**config.mk**
```make
export PLATFORM = sky130hd
export DESIGN_NAME = sync_gate_seq
export DESIGN_NICKNAME = d
export VERILOG_FILES = /design/src/rtl/sync_gate_pkg.sv /design/src/rtl/sgc_down_cnt.sv /design/src/rtl/sync_gate_seq.sv
export SDC_FILE = /design/constraint.sdc
export NUM_CORES = 1
export LEC_CHECK = 0
export CAP_MARGIN = 20
export CORE_MARGIN = 1.5
export CORE_UTILIZATION = 45
export CTS_BUF_LIST = sky130_fd_sc_hd__clkbuf_4 sky130_fd_sc_hd__clkbuf_8 sky130_fd_sc_hd__clkbuf_16
export CTS_CLUSTER_DIAMETER = 150
export DETAILED_ROUTE_END_ITERATION = 12
export GPL_ROUTABILITY_DRIVEN = 1
export GPL_TIMING_DRIVEN = 0
export PLACE_DENSITY = 0.68
export SLEW_MARGIN = 15
export SYNTH_ARGS = -nofsm -noshare
export SYNTH_HDL_FRONTEND = slang
export SYNTH_SLANG_ARGS = --single-unit
```
**constraint.sdc**
```tcl
create_clock -name clk -period 3.44 [get_ports clk]
set_input_delay 0.344 -clock clk [delete_from_list [all_inputs] [get_ports clk]]
set_output_delay 0.344 -clock clk [all_outputs]
set_load 0.05 [all_outputs]
```
**src/rtl/sync_gate_pkg.sv**
```systemverilog
// sync_gate_pkg: shared state encoding and default sizes for sync_gate_seq
package sync_gate_pkg;
    localparam int DEF_NUM_CH  = 4;
    localparam int DEF_CNT_W   = 8;
    localparam int DEF_BURST_W = 4;
    typedef enum logic [1:0] {IDLE = 2'd0, GATE = 2'd1, GAP = 2'd2, DONE = 2'd3} state_e;
endpackage

```
**src/rtl/sgc_down_cnt.sv**
```systemverilog
// sgc_down_cnt: loadable saturating down counter with zero flag
module sgc_down_cnt #(
    parameter int W = 8
) (
    input  logic         clk,
    input  logic         rst_n,
    input  logic         load,
    input  logic [W-1:0] load_val,
    input  logic         dec,
    output logic         zero
);
    logic [W-1:0] cnt_q, cnt_d;
    always_comb cnt_d = load ? load_val : (dec && cnt_q != '0) ? cnt_q - 1'b1 : cnt_q;
    always_ff @(posedge clk or negedge rst_n) begin
        if (!rst_n) cnt_q <= '0;
        else        cnt_q <= cnt_d;
    end
    assign zero = (cnt_q == '0);
endmodule

```
**src/rtl/sync_gate_seq.sv**
```systemverilog
// sync_gate_seq: multi-channel burst gate sequencer with gate/gap timing and abort
module sync_gate_seq
    import sync_gate_pkg::*;
#(
    parameter int NUM_CH  = DEF_NUM_CH,
    parameter int CNT_W   = DEF_CNT_W,
    parameter int BURST_W = DEF_BURST_W
) (
    input  logic               clk,
    input  logic               rst_n,
    input  logic               start,
    input  logic               abort,
    input  logic [NUM_CH-1:0]  ch_en,
    input  logic [CNT_W-1:0]   gate_len,
    input  logic [CNT_W-1:0]   gap_len,
    input  logic [BURST_W-1:0] burst,
    output logic               sync,
    output logic [NUM_CH-1:0]  gate,
    output logic               done,
    output logic               aborted,
    output logic               busy
);
    state_e               state_q, state_d;
    logic [NUM_CH-1:0]    mask_q, mask_d;
    logic [CNT_W-1:0]     gate_m1_q, gate_m1_d, gap_q, gap_d;
    logic                 aborted_q, aborted_d;
    logic [1:0]           rst_sync_q, rst_sync_d;
    logic                 len_load, len_dec, len_zero, pul_load, pul_dec, pul_zero, accept;
    logic [CNT_W-1:0]     len_val, gate_m1_in;
    logic [BURST_W-1:0]   pul_val;
    // Counters hold "cycles remaining after this one", so length N loads N-1.
    assign gate_m1_in = (gate_len == '0) ? '0 : gate_len - 1'b1;
    assign pul_val    = (burst == '0) ? '0 : burst - 1'b1;
    assign accept     = start && !abort && (ch_en != '0) && rst_sync_q[1];
    always_comb begin
        state_d    = state_q;
        mask_d     = mask_q;
        gate_m1_d  = gate_m1_q;
        gap_d      = gap_q;
        aborted_d  = aborted_q;
        rst_sync_d = {rst_sync_q[0], 1'b1};
        len_load   = 1'b0;
        len_val    = gate_m1_q;
        len_dec    = 1'b0;
        pul_load   = 1'b0;
        pul_dec    = 1'b0;
        case (state_q)
            IDLE: if (accept) begin
                state_d   = GATE;
                mask_d    = ch_en;
                gate_m1_d = gate_m1_in;
                gap_d     = gap_len;
                aborted_d = 1'b0;
                len_load  = 1'b1;
                len_val   = gate_m1_in;
                pul_load  = 1'b1;
            end
            GATE: if (abort) begin
                state_d   = DONE;
                aborted_d = 1'b1;
            end else if (!len_zero) begin
                len_dec = 1'b1;
            end else if (pul_zero) begin
                state_d = DONE;
            end else begin
                pul_dec  = 1'b1;
                len_load = 1'b1;
                state_d  = (gap_q != '0) ? GAP : GATE;
                len_val  = (gap_q != '0) ? gap_q - 1'b1 : gate_m1_q;
            end
            GAP: if (abort) begin
                state_d   = DONE;
                aborted_d = 1'b1;
            end else if (len_zero) begin
                state_d  = GATE;
                len_load = 1'b1;
            end else begin
                len_dec = 1'b1;
            end
            DONE: begin
                state_d   = IDLE;
                aborted_d = 1'b0;
            end
        endcase
    end
    always_ff @(posedge clk or negedge rst_n) begin
        if (!rst_n) begin
            state_q    <= IDLE;
            mask_q     <= '0;
            gate_m1_q  <= '0;
            gap_q      <= '0;
            aborted_q  <= 1'b0;
            rst_sync_q <= '0;
        end else begin
            state_q    <= state_d;
            mask_q     <= mask_d;
            gate_m1_q  <= gate_m1_d;
            gap_q      <= gap_d;
            aborted_q  <= aborted_d;
            rst_sync_q <= rst_sync_d;
        end
    end
    sgc_down_cnt #(.W(CNT_W)) u_len_cnt (
        .clk(clk), .rst_n(rst_n), .load(len_load), .load_val(len_val), .dec(len_dec), .zero(len_zero)
    );
    sgc_down_cnt #(.W(BURST_W)) u_pul_cnt (
        .clk(clk), .rst_n(rst_n), .load(pul_load), .load_val(pul_val), .dec(pul_dec), .zero(pul_zero)
    );
    assign sync    = (state_q == IDLE);
    assign busy    = !sync;
    assign gate    = (state_q == GATE) ? mask_q : '0;
    assign done    = (state_q == DONE);
    assign aborted = aborted_q;
endmodule

```
**Run 1: placed standard cells**

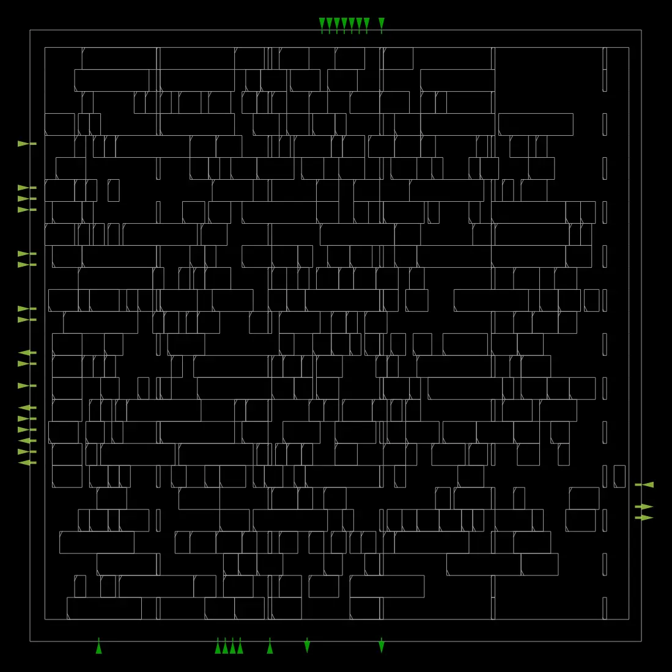
number of tapcells: 70
post-layout util: 57.1%
flop count: 37
number of standard cells in the layout, taps in and fillers out: 385

**Run 1: port wiring**

Scale bar: 20 um.
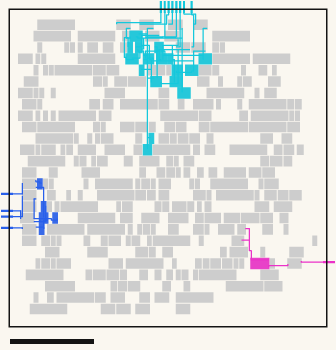
color	port	direction	edge	end cells	buffers	wire
cyan	gate_len	input	north	17	8	280 um
blue	ch_en	input	west	5	4	53.6 um
magenta	done	output	east	1	1	25.6 um
IO Pins: 36
tally of buffers added on design ports: 34

==> qor.csv, run 1 <==
metric,value,unit
status,completed,
cts_hold_buffers,1,
final_layout_size_suffix_gt1_share,5.71,%
vias_in_the_first_global_route,2022,
floorplan.rows,26,
core,0.00511,sq mm
largestPowerGroup,combinational logic,
pwr.group.clock,310,uW
worstSetupStartpoint,state_q[1]$_DFFE_PN0P_,
common_cells,"43 x sky130_fd_sc_hd__nand2_1, 37 x sky130_fd_sc_hd__dfrtp_1, 18 x sky130_fd_sc_hd__o21ai_0",
place_ws,0.366,ns
worst_clock_skew,0.00375,ns
wire_per_inst,14.8,um
cts.clk_slew.worst_paths,0.07,ns
cycle_use_final,81.4,%
cp_slowest_cell,sky130_fd_sc_hd__a2111oi_0,
grt_setup_unrepaired,false,
top_signal_layer_used,met4,
slew-limit-headroom,29.0,%
hold-path-endpoint,rst_sync_q[1]$_DFF_PN0_,
use_met3,4.37,%
netlist_area,0.00237,sq mm
place.gp.congestion,0.801,
cp.buffers_inverters,1,
num_antenna_cells,0,
top_cells_by_area,"sky130_fd_sc_hd__dfrtp_1 39%, sky130_fd_sc_hd__nand2_1 6.8%, sky130_fd_sc_hd__ha_1 5.8%",
cts_setup_buffers,0,
final.setup.worst_slack,0.639,ns
crit-reg2reg-launch,state_q[1]$_DFFE_PN0P_,
fin_hold_ws,0.351,ns
relative_contribution_of_combinational_cells_to_total_power,50.2,%
setup.worst_path.end,u_len_cnt.cnt_q[7]$_DFFE_PN0P_,
worst-path-max-fanout,5,
design.die.area,0.00572,sq mm
h-tree-depth,2,
met3_length,233,um
worst_pin_slew,1.06,ns
nets,354,
top_area_share,39.0,%
peakVddDrop,384,uV
fp_util,46.4,%
crit_family,AND-OR/OR-AND gates,
timing.fmax,357,MHz
dpl.hpwl,4380,um
ctsResizeCount,0,
grt_first_pass_wirelength,9650,um
power_leakage,1.21,nW
final_period_minus_worst_setup_slack,2.80,ns
cts_num_sinks,37,
timing.critical_path.depth,7,
critical_path_data_arrival_time,3.01,ns
fin_setup_tns,0,ns
final_common_cell,sky130_fd_sc_hd__nand2_1,
startpoint_class_of_the_critical_path,register,
grt_remaining_overflow,0,
post_synthesis_cell_type_with_the_largest_combined_area,sky130_fd_sc_hd__dfrtp_1,
detailroute.wirelength.met2,2740,um
endpoint_kind,register,
timing.max_cap.violations,0,
globalRouteTotalUtil,22.6,%
grt_antenna_before_repair,0,
drt-initial-drc-count,116,
wl_met1,2680,um
critPathRequiredTime,3.64,ns
fp.dieH,75.6,um
synth_top_flop_cell,sky130_fd_sc_hd__dfrtp_1,
setup-violations-final,0,
ys_seq_share,39.0,%
r2r_cell_count,7,
clock_path_buffers,2,
clock_power_share,13.6,%
synth.most_common_cell,sky130_fd_sc_hd__nand2_1,
drt-pass1-iter-count,4,
ys_chip_area,0.00237,sq mm
pwrdens,783,mW/mm^2
worstSetupPathType,reg -> reg,
netlist_instances,272,
grt-busiest-layer,met2,
**Run 1: supply network**

Scale bar: 20 um. Pins as bars on the die edge. Tap cells in gray.
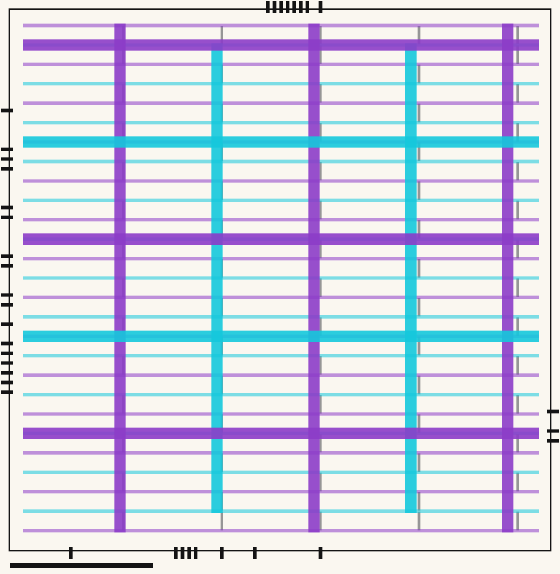
color	net
cyan	VDD
purple	VSS
tap cells	70
met1 rails	27
signal pins	36
rows	26
met5 straps	5

[run 1: sequential cells by signal, summed over array words and instances, names as in the netlist]
name             cells
gap_q                8
gate_m1_q            8
u_len_cnt.cnt_q      8
mask_q               4
u_pul_cnt.cnt_q      4
rst_sync_q           2
state_q              2
aborted              1
[run 1: layout make-up]
| cell class | count | area [sq um] | area share [%] |
|---|---|---|---|
| multi-input combinational | 207 | 1330 | 45.5 |
| sequential | 37 | 926 | 31.8 |
| clock buffer | 6 | 82.6 | 2.83 |
| tap | 70 | 87.6 | 3.00 |
| timing repair buffer | 36 | 365 | 12.5 |
| clock inverter | 1 | 7.51 | 0.258 |
| buffer | 11 | 57.6 | 1.97 |
| inverter | 17 | 63.8 | 2.19 |
[run 1: worst register-to-register path, delay by kind of cell (launching register included)]
kind / cells / cell delay (ns)
flip-flops: 1 / 0.41
buffers and inverters: 1 / 0.09
adder cells (fa/ha/maj): 1 / 0.32
XOR/XNOR: 1 / 0.19
AND-OR/OR-AND: 2 / 0.99
AND/OR/NAND/NOR: 2 / 0.73
[run 1: metrics by stage]
stage                     instance area, sq um  utilization, %
after detailed placement                  2820            55.1
after floorplan                           2370               -
after global routing                      2920            57.1
after CTS                                 2920            57.1
final                                     2920            57.1
after global placement                    2800            54.8
[run 1: cell families (layout without fill, tap and decap cells)]
| family | after synthesis | after routing | synth area share (%) |
|---|---|---|---|
| AND-OR/OR-AND | 70 | 70 | 19.5 |
| XOR/XNOR | 19 | 19 | 7.01 |
| adder cells (fa/ha/maj) | 11 | 11 | 5.80 |
| buffers and inverters | 28 | 71 | 5.12 |
| flip-flops | 37 | 37 | 39.0 |
| multiplexers | 3 | 3 | 1.48 |
| other | 1 | 1 | 0.158 |
| AND/OR/NAND/NOR | 103 | 103 | 21.9 |
--- run 2 (diff from run 1) ---
PLACE_DENSITY = 0.71   (was 0.68)
clock period = 2.3 ns   (was 3.44 ns; I/O delays follow)
**Run 2: placed standard cells**

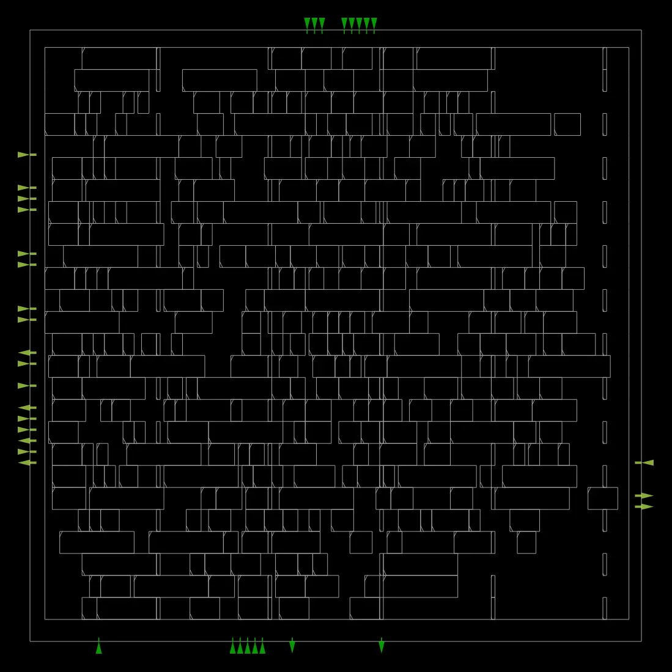
post-layout util: 62.2%
fraction of standard cell area that is sequential: 29.2%

**Run 2: where the registers sit**

Scale bar: 20 um.
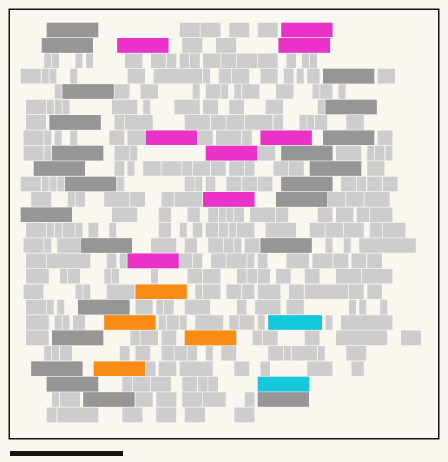
color	signal	flops
magenta	gate_m1_q	8
cyan	state_q	2
orange	u_pul_cnt.cnt_q	4
Reg area: 927 sq um
power of the sequential group: 1.25 mW

==> qor.csv, run 2 <==
metric,value,unit
status,"finished, violations left",
failed_checks,setup timing,
final_period_minus_worst_setup_slack,2.46,ns
post_synth_main_logic_family,simple AND/OR/NAND/NOR gates,
core,0.00511,sq mm
ys_chip_area,0.00237,sq mm
adder_share,5.80,%
critPathRequiredTime,2.47,ns
pwr.group.clock,453,uW
setup-violations-final,6,
design.die.area,0.00572,sq mm
common_cells,"43 x sky130_fd_sc_hd__nand2_1, 37 x sky130_fd_sc_hd__dfrtp_1, 18 x sky130_fd_sc_hd__o21ai_0",
startpoint_class_of_the_critical_path,register,
clock_path_buffers,2,
nets,366,
vias_in_the_first_global_route,2081,
cycle_use_final,107,%
fp.dieH,75.6,um
worst_clock_skew,0.00537,ns
detailroute.wirelength.met2,2930,um
grt_setup_unrepaired,true,
final_common_cell,sky130_fd_sc_hd__nand2_1,
biggestCellCategory,combinational gates,
place.gp.congestion,0.810,
synth.mux.area_fraction,1.48,%
slew-limit-headroom,58.6,%
cts_hold_buffers,1,
netlist_instances,272,
r2r_cell_count,8,
nClkBuffers,5,
fp_util,46.4,%
peakVddDrop,535,uV
grt-busiest-layer,met2,
n_sequential_cell,37,
layout.comb_gates.multi_input,207,
worst-path-max-fanout,7,
timing.max_cap.violations,0,
cts.clk_slew.worst_paths,0.08,ns
grt_antenna_before_repair,0,
timing.fmax,407,MHz
wl_met1,2730,um
drt-initial-drc-count,91,
top_signal_layer_used,met4,
pwrdens,1170,mW/mm^2
post_synth_ao_oa_area_fraction,19.5,%
synthSimpleGateAreaFrac,21.9,%
grt_remaining_overflow,0,
globalRouteTotalUtil,22.8,%
final.signal_inverter_count,17,
floorplan.rows,26,
ios,36,
final.setup.worst_slack,-0.157,ns
clock_power_share,12.2,%
synthXorXnorAreaFrac,7.01,%
synth_top_flop_cell,sky130_fd_sc_hd__dfrtp_1,
met3_length,247,um
cts_num_sinks,37,
area_taken_by_multi_input_logic_gates,0.00147,sq mm
post_synthesis_cell_type_with_the_largest_combined_area,sky130_fd_sc_hd__dfrtp_1,
tapCellCount,70,
final_layout_size_suffix_gt1_share,18.6,%
ys_seq_share,39.0,%
critical_path_data_arrival_time,2.63,ns
power_leakage,1.29,nW
endpoint_kind,register,
comb-cell-share,46.4,%
largestPowerGroup,combinational logic,
grt_first_pass_wirelength,9910,um
drt-pass1-iter-count,4,
final_cell_count_no_fill,398,
largest_registers,"gap_q x8, gate_m1_q x8, u_len_cnt.cnt_q x8",
synth.most_common_cell,sky130_fd_sc_hd__nand2_1,
dpl.hpwl,4260,um
fin_hold_ws,0.355,ns
ctsResizeCount,28,
**Run 2: hierarchy map of the flops**

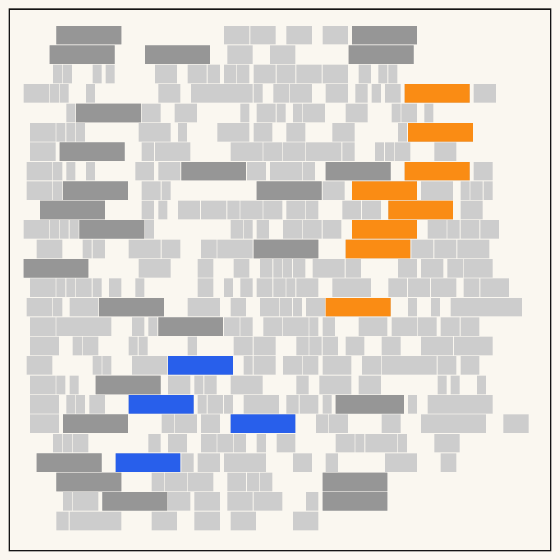
color	scope	flops
orange	u_len_cnt	8
blue	u_pul_cnt	4

==> run 2: worst max-delay path, cell delays in order, from the launching register on <==
cell and delay [ns]:
sky130_fd_sc_hd__dfrtp_1 0.43, sky130_fd_sc_hd__or4_1 0.56, sky130_fd_sc_hd__buf_6 0.15, sky130_fd_sc_hd__or4_4 0.42
sky130_fd_sc_hd__a31o_1 0.23, sky130_fd_sc_hd__buf_6 0.13, sky130_fd_sc_hd__buf_4 0.13, sky130_fd_sc_hd__a211oi_2 0.20
sky130_fd_sc_hd__a22oi_2 0.08
==> run 2: worst max path at each step <==
stage | startpoint | to | slack (ns) | cells after the start
after floorplan | u_len_cnt.cnt_q[0]$_DFFE_PN0P_ | u_len_cnt.cnt_q[0]$_DFFE_PN0P_ | -0.16 | 9
after global routing | u_len_cnt.cnt_q[0]$_DFFE_PN0P_ | u_len_cnt.cnt_q[0]$_DFFE_PN0P_ | -0.19 | 8
after detailed placement | gate_len[4] | u_len_cnt.cnt_q[5]$_DFFE_PN0P_ | -0.66 | 7
final | u_len_cnt.cnt_q[3]$_DFFE_PN0P_ | u_len_cnt.cnt_q[3]$_DFFE_PN0P_ | -0.16 | 8
after CTS | u_len_cnt.cnt_q[3]$_DFFE_PN0P_ | u_len_cnt.cnt_q[0]$_DFFE_PN0P_ | -0.08 | 7
after global placement | gate_len[4] | u_len_cnt.cnt_q[6]$_DFFE_PN0P_ | -0.66 | 7
==> run 2: through the flow <==
stage | instance area (sq um) | total power, mW | worst slack [ns] | TNS (ns)
floorplan | 2390 | 2.48 | -0.163 | -0.572
global placement | 2820 | 2.95 | -0.663 | -10.28
detailed placement | 2840 | 2.98 | -0.664 | -10.07
CTS | 3090 | 3.58 | -0.0788 | -0.265
global route | 3180 | 3.99 | -0.190 | -1.02
finish | 3180 | 3.70 | -0.157 | -0.554
Power and IR drop assume default switching activity.
